===== src/rtl/bool_tt_mon_pkg.sv =====
// Shared types and limits for the 3-input truth-table monitor.
package bool_tt_mon_pkg;

  typedef enum logic [1:0] {
    ST_IDLE = 2'd0,
    ST_RUN  = 2'd1,
    ST_DONE = 2'd2
  } state_t;

  localparam int ROW_W  = 3;
  localparam int N_ROWS = 8;

  localparam logic [3:0] MISMATCH_MAX = 4'd15;
  localparam logic [7:0] GLITCH_MAX   = 8'd255;

endpackage


===== src/rtl/bool_tt_mon_sync.sv =====
// Two-flop synchroniser for a W-bit vector of signals asynchronous to clk.
module bool_tt_mon_sync #(
  parameter int W = 4
) (
  input  logic         clk,
  input  logic         rst,
  input  logic [W-1:0] d,
  output logic [W-1:0] q
);

  logic [W-1:0] meta_q;
  logic [W-1:0] sync_q;

  always_ff @(posedge clk or posedge rst) begin
    if (rst) begin
      meta_q <= '0;
      sync_q <= '0;
    end else begin
      meta_q <= d;
      sync_q <= meta_q;
    end
  end

  assign q = sync_q;

endmodule


===== src/rtl/bool_tt_monitor.sv =====
// Truth-table monitor: captures the settled output of a 3-input block per row
// and checks it against EXPECTED. Optional glitch counter: BOOL_TT_MON_GLITCH_EN.
module bool_tt_monitor
  import bool_tt_mon_pkg::*;
#(
  parameter logic [N_ROWS-1:0] EXPECTED = 8'hE8,
  parameter int                SETTLE   = 4,
  parameter int                TIMEOUT  = 1024
) (
  input  logic              clk,
  input  logic              rst,
  input  logic              start,
  input  logic              a,
  input  logic              b,
  input  logic              c,
  input  logic              e,
  output logic              done,
  output logic              pass,
  output logic              timeout,
  output logic [N_ROWS-1:0] seen,
  output logic [3:0]        mismatch_cnt,
  output logic [ROW_W-1:0]  fail_idx,
  output logic [7:0]        glitch_cnt
);

  localparam int SW = $clog2(SETTLE + 1);
  localparam int TW = $clog2(TIMEOUT + 1);
  localparam logic [SW-1:0] SETTLE_V   = SW'(SETTLE);
  localparam logic [SW-1:0] SETTLE_M1  = SW'(SETTLE - 1);
  localparam logic [TW-1:0] TIMEOUT_M1 = TW'(TIMEOUT - 1);

  logic [3:0] v;
  logic [3:0] v_prev_q;
  logic [SW-1:0] stab_q, stab_d;
  logic changed;
  logic strobe;
  logic [ROW_W-1:0] cap_idx;
  logic cap_e;

  state_t state_q, state_d;
  logic [TW-1:0] timer_q, timer_d;
  logic [N_ROWS-1:0] seen_q, seen_d;
  logic [3:0] mism_q, mism_d;
  logic [ROW_W-1:0] fail_idx_q, fail_idx_d;
  logic done_q, done_d;
  logic pass_q, pass_d;
  logic timeout_q, timeout_d;

  bool_tt_mon_sync #(.W(4)) u_sync (
    .clk (clk),
    .rst (rst),
    .d   ({a, b, c, e}),
    .q   (v)
  );

  // A capture fires once per stable period, on the SETTLE-1 -> SETTLE step.
  always_comb begin
    changed = (v != v_prev_q);
    strobe  = !changed && (stab_q == SETTLE_M1);
    cap_idx = v[3:1];
    cap_e   = v[0];
    if (changed) begin
      stab_d = '0;
    end else if (stab_q == SETTLE_V) begin
      stab_d = stab_q;
    end else begin
      stab_d = stab_q + 1'b1;
    end
  end

  always_comb begin
    state_d    = state_q;
    timer_d    = timer_q;
    seen_d     = seen_q;
    mism_d     = mism_q;
    fail_idx_d = fail_idx_q;
    done_d     = done_q;
    pass_d     = pass_q;
    timeout_d  = timeout_q;
    case (state_q)
      ST_IDLE, ST_DONE: begin
        if (start) begin
          state_d    = ST_RUN;
          timer_d    = '0;
          seen_d     = '0;
          mism_d     = '0;
          fail_idx_d = '0;
          done_d     = 1'b0;
          pass_d     = 1'b0;
          timeout_d  = 1'b0;
        end
      end
      ST_RUN: begin
        timer_d = timer_q + 1'b1;
        if (strobe && !seen_q[cap_idx]) begin
          seen_d[cap_idx] = 1'b1;
          if (cap_e != EXPECTED[cap_idx]) begin
            if (mism_q != MISMATCH_MAX) begin
              mism_d = mism_q + 1'b1;
            end
            if (mism_q == '0) begin
              fail_idx_d = cap_idx;
            end
          end
        end
        // Completion takes priority over a coincident timeout.
        if (&seen_d) begin
          state_d = ST_DONE;
          done_d  = 1'b1;
          pass_d  = (mism_d == '0);
        end else if (timer_q == TIMEOUT_M1) begin
          state_d   = ST_DONE;
          done_d    = 1'b1;
          timeout_d = 1'b1;
          pass_d    = 1'b0;
        end
      end
      default: begin
        state_d = ST_IDLE;
      end
    endcase
  end

  always_ff @(posedge clk or posedge rst) begin
    if (rst) begin
      v_prev_q   <= '0;
      stab_q     <= '0;
      state_q    <= ST_IDLE;
      timer_q    <= '0;
      seen_q     <= '0;
      mism_q     <= '0;
      fail_idx_q <= '0;
      done_q     <= 1'b0;
      pass_q     <= 1'b0;
      timeout_q  <= 1'b0;
    end else begin
      v_prev_q   <= v;
      stab_q     <= stab_d;
      state_q    <= state_d;
      timer_q    <= timer_d;
      seen_q     <= seen_d;
      mism_q     <= mism_d;
      fail_idx_q <= fail_idx_d;
      done_q     <= done_d;
      pass_q     <= pass_d;
      timeout_q  <= timeout_d;
    end
  end

`ifdef BOOL_TT_MON_GLITCH_EN
  logic [7:0] glitch_q, glitch_d;

  // A change while 0 < stab < SETTLE abandons a value that never got captured.
  always_comb begin
    glitch_d = glitch_q;
    if (state_q != ST_RUN) begin
      if (start) begin
        glitch_d = '0;
      end
    end else if (changed && (stab_q != '0) && (stab_q < SETTLE_V) &&
                 (glitch_q != GLITCH_MAX)) begin
      glitch_d = glitch_q + 1'b1;
    end
  end

  always_ff @(posedge clk or posedge rst) begin
    if (rst) begin
      glitch_q <= '0;
    end else begin
      glitch_q <= glitch_d;
    end
  end

  assign glitch_cnt = glitch_q;
`else
  assign glitch_cnt = 8'd0;
`endif

  assign done         = done_q;
  assign pass         = pass_q;
  assign timeout      = timeout_q;
  assign seen         = seen_q;
  assign mismatch_cnt = mism_q;
  assign fail_idx     = fail_idx_q;

endmodule


===== config.mk =====
export PLATFORM = sky130hd
export DESIGN_NAME = bool_tt_monitor
export DESIGN_NICKNAME = d
export VERILOG_FILES = /design/src/rtl/bool_tt_mon_pkg.sv /design/src/rtl/bool_tt_mon_sync.sv /design/src/rtl/bool_tt_monitor.sv
export SDC_FILE = /design/constraint.sdc
export NUM_CORES = 1
export LEC_CHECK = 0
export ABC_AREA = 1
export CAP_MARGIN = 10
export CELL_PAD_IN_SITES_DETAIL_PLACEMENT = 1
export CELL_PAD_IN_SITES_GLOBAL_PLACEMENT = 2
export CORE_MARGIN = 5
export CORE_UTILIZATION = 34
export CTS_BUF_LIST = sky130_fd_sc_hd__clkbuf_16
export CTS_CLUSTER_SIZE = 40
export DETAILED_ROUTE_END_ITERATION = 10
export GPL_TIMING_DRIVEN = 0
export PLACE_DENSITY = 0.9
export SLEW_MARGIN = 20
export SYNTH_ARGS = -nofsm -noshare
export SYNTH_HDL_FRONTEND = slang
export SYNTH_SLANG_ARGS = --single-unit

===== constraint.sdc =====
create_clock -name clk -period 4.1 [get_ports clk]
set_clock_uncertainty 0.15 [all_clocks]
set_input_delay 0.82 -clock clk [delete_from_list [all_inputs] [get_ports clk]]
set_output_delay 0.82 -clock clk [all_outputs]
set_load 0.05 [all_outputs]

==> flow_metrics.tcl <==
# metrics dict for downstream scripts
set metrics [dict create \
    clock-root-buffer "clkbuf_16" \
    syn_to_final_growth_pct 22.1 \
    postCtsSetupBuffers 0 \
    final_cell_mix "83 x nand2_1, 46 x dfrtp_1, 38 x inv_1" \
    regMostFlops "timer_q" \
    worst_pin_slew_ps 575 \
    dpl_cell_area_sq_um 2890 \
    peakVddDrop_mv 0.262 \
    place_inst 446 \
    core_sq_um 7180 \
    fin_crit_ps 2520 \
    p_int_mw 0.820 \
    buffers 39 \
    grt_overflow 0 \
    worst_slack_ps 1580 \
    status "completed" \
    final_common_cell "nand2_1" \
    clkTransAtPathRegs_ps 60 \
    cp_max_fo 5 \
    drive_above_1_share_pct 13.0 \
    largest_reg_flops 11 \
    synth-simple-area-share_pct 29.1 \
    synth_warnings 0 \
    synth.mux.area_fraction_pct 0 \
    netlist_instances 315 \
    clockBufferDepth 2 \
    routed-wl-met3_um 173 \
    synth.distinct_cells 30 \
    ys_ff 46 \
    met1_usage_pct 19.0 \
    finalWeightedCongestion 0.780 \
    busiest_layer "met2" \
    clk_latency_ps 280 \
    clockPowerShare_pct 30.1 \
    critPathCapture "mismatch_cnt[0]" \
    worst_hold_path.endpoint "u_sync.q[3]" \
]
Fig. 1: met3 routing
(4 px per um) Cells faint in the background.
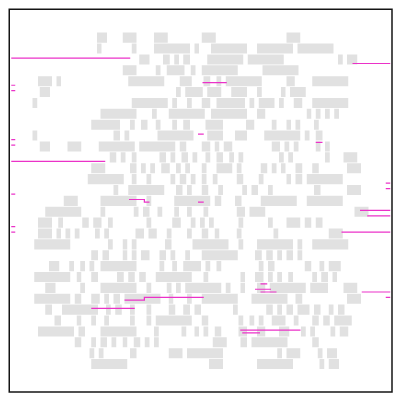
The longest straight run is 29.4 um. The layer holds 3.0% of the routed length. The wires run mostly horizontal. 25 nets have wire on it. The layer carries 174 um of wire.
via count: 2094
M3 GR Usage: 2.37%
Total Routed Length: 5840 um

Fig. 2: layout detail
Region (45, 45) to (95, 95) um. Cells in gray, sequential cells in the stronger gray; small squares are vias.
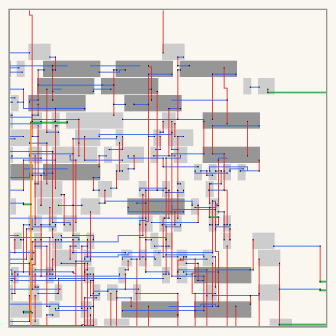
met3: marked green. met4: marked orange. met2: marked red. met1: marked blue.
Netlist names of flops here include v_prev_q (4), u_sync.meta_q (3), u_sync.q (3). Most frequent: nand2_1 (19), dfrtp_1 (14), inv_1 (11). 94 logic cells have their middle in the window. Sequential cells in the window: 14.

Fig. 3: clock wiring as the flow saved it
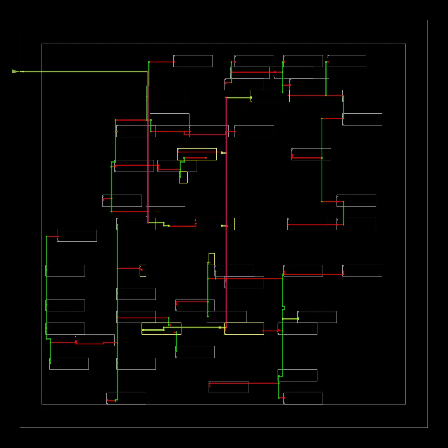
Flops: 46
CTS sink count: 46
clock buffer count in the final layout: 5
CTS Buf Count: 5
Clock group: 0.384 mW

Power and IR drop assume default switching activity.
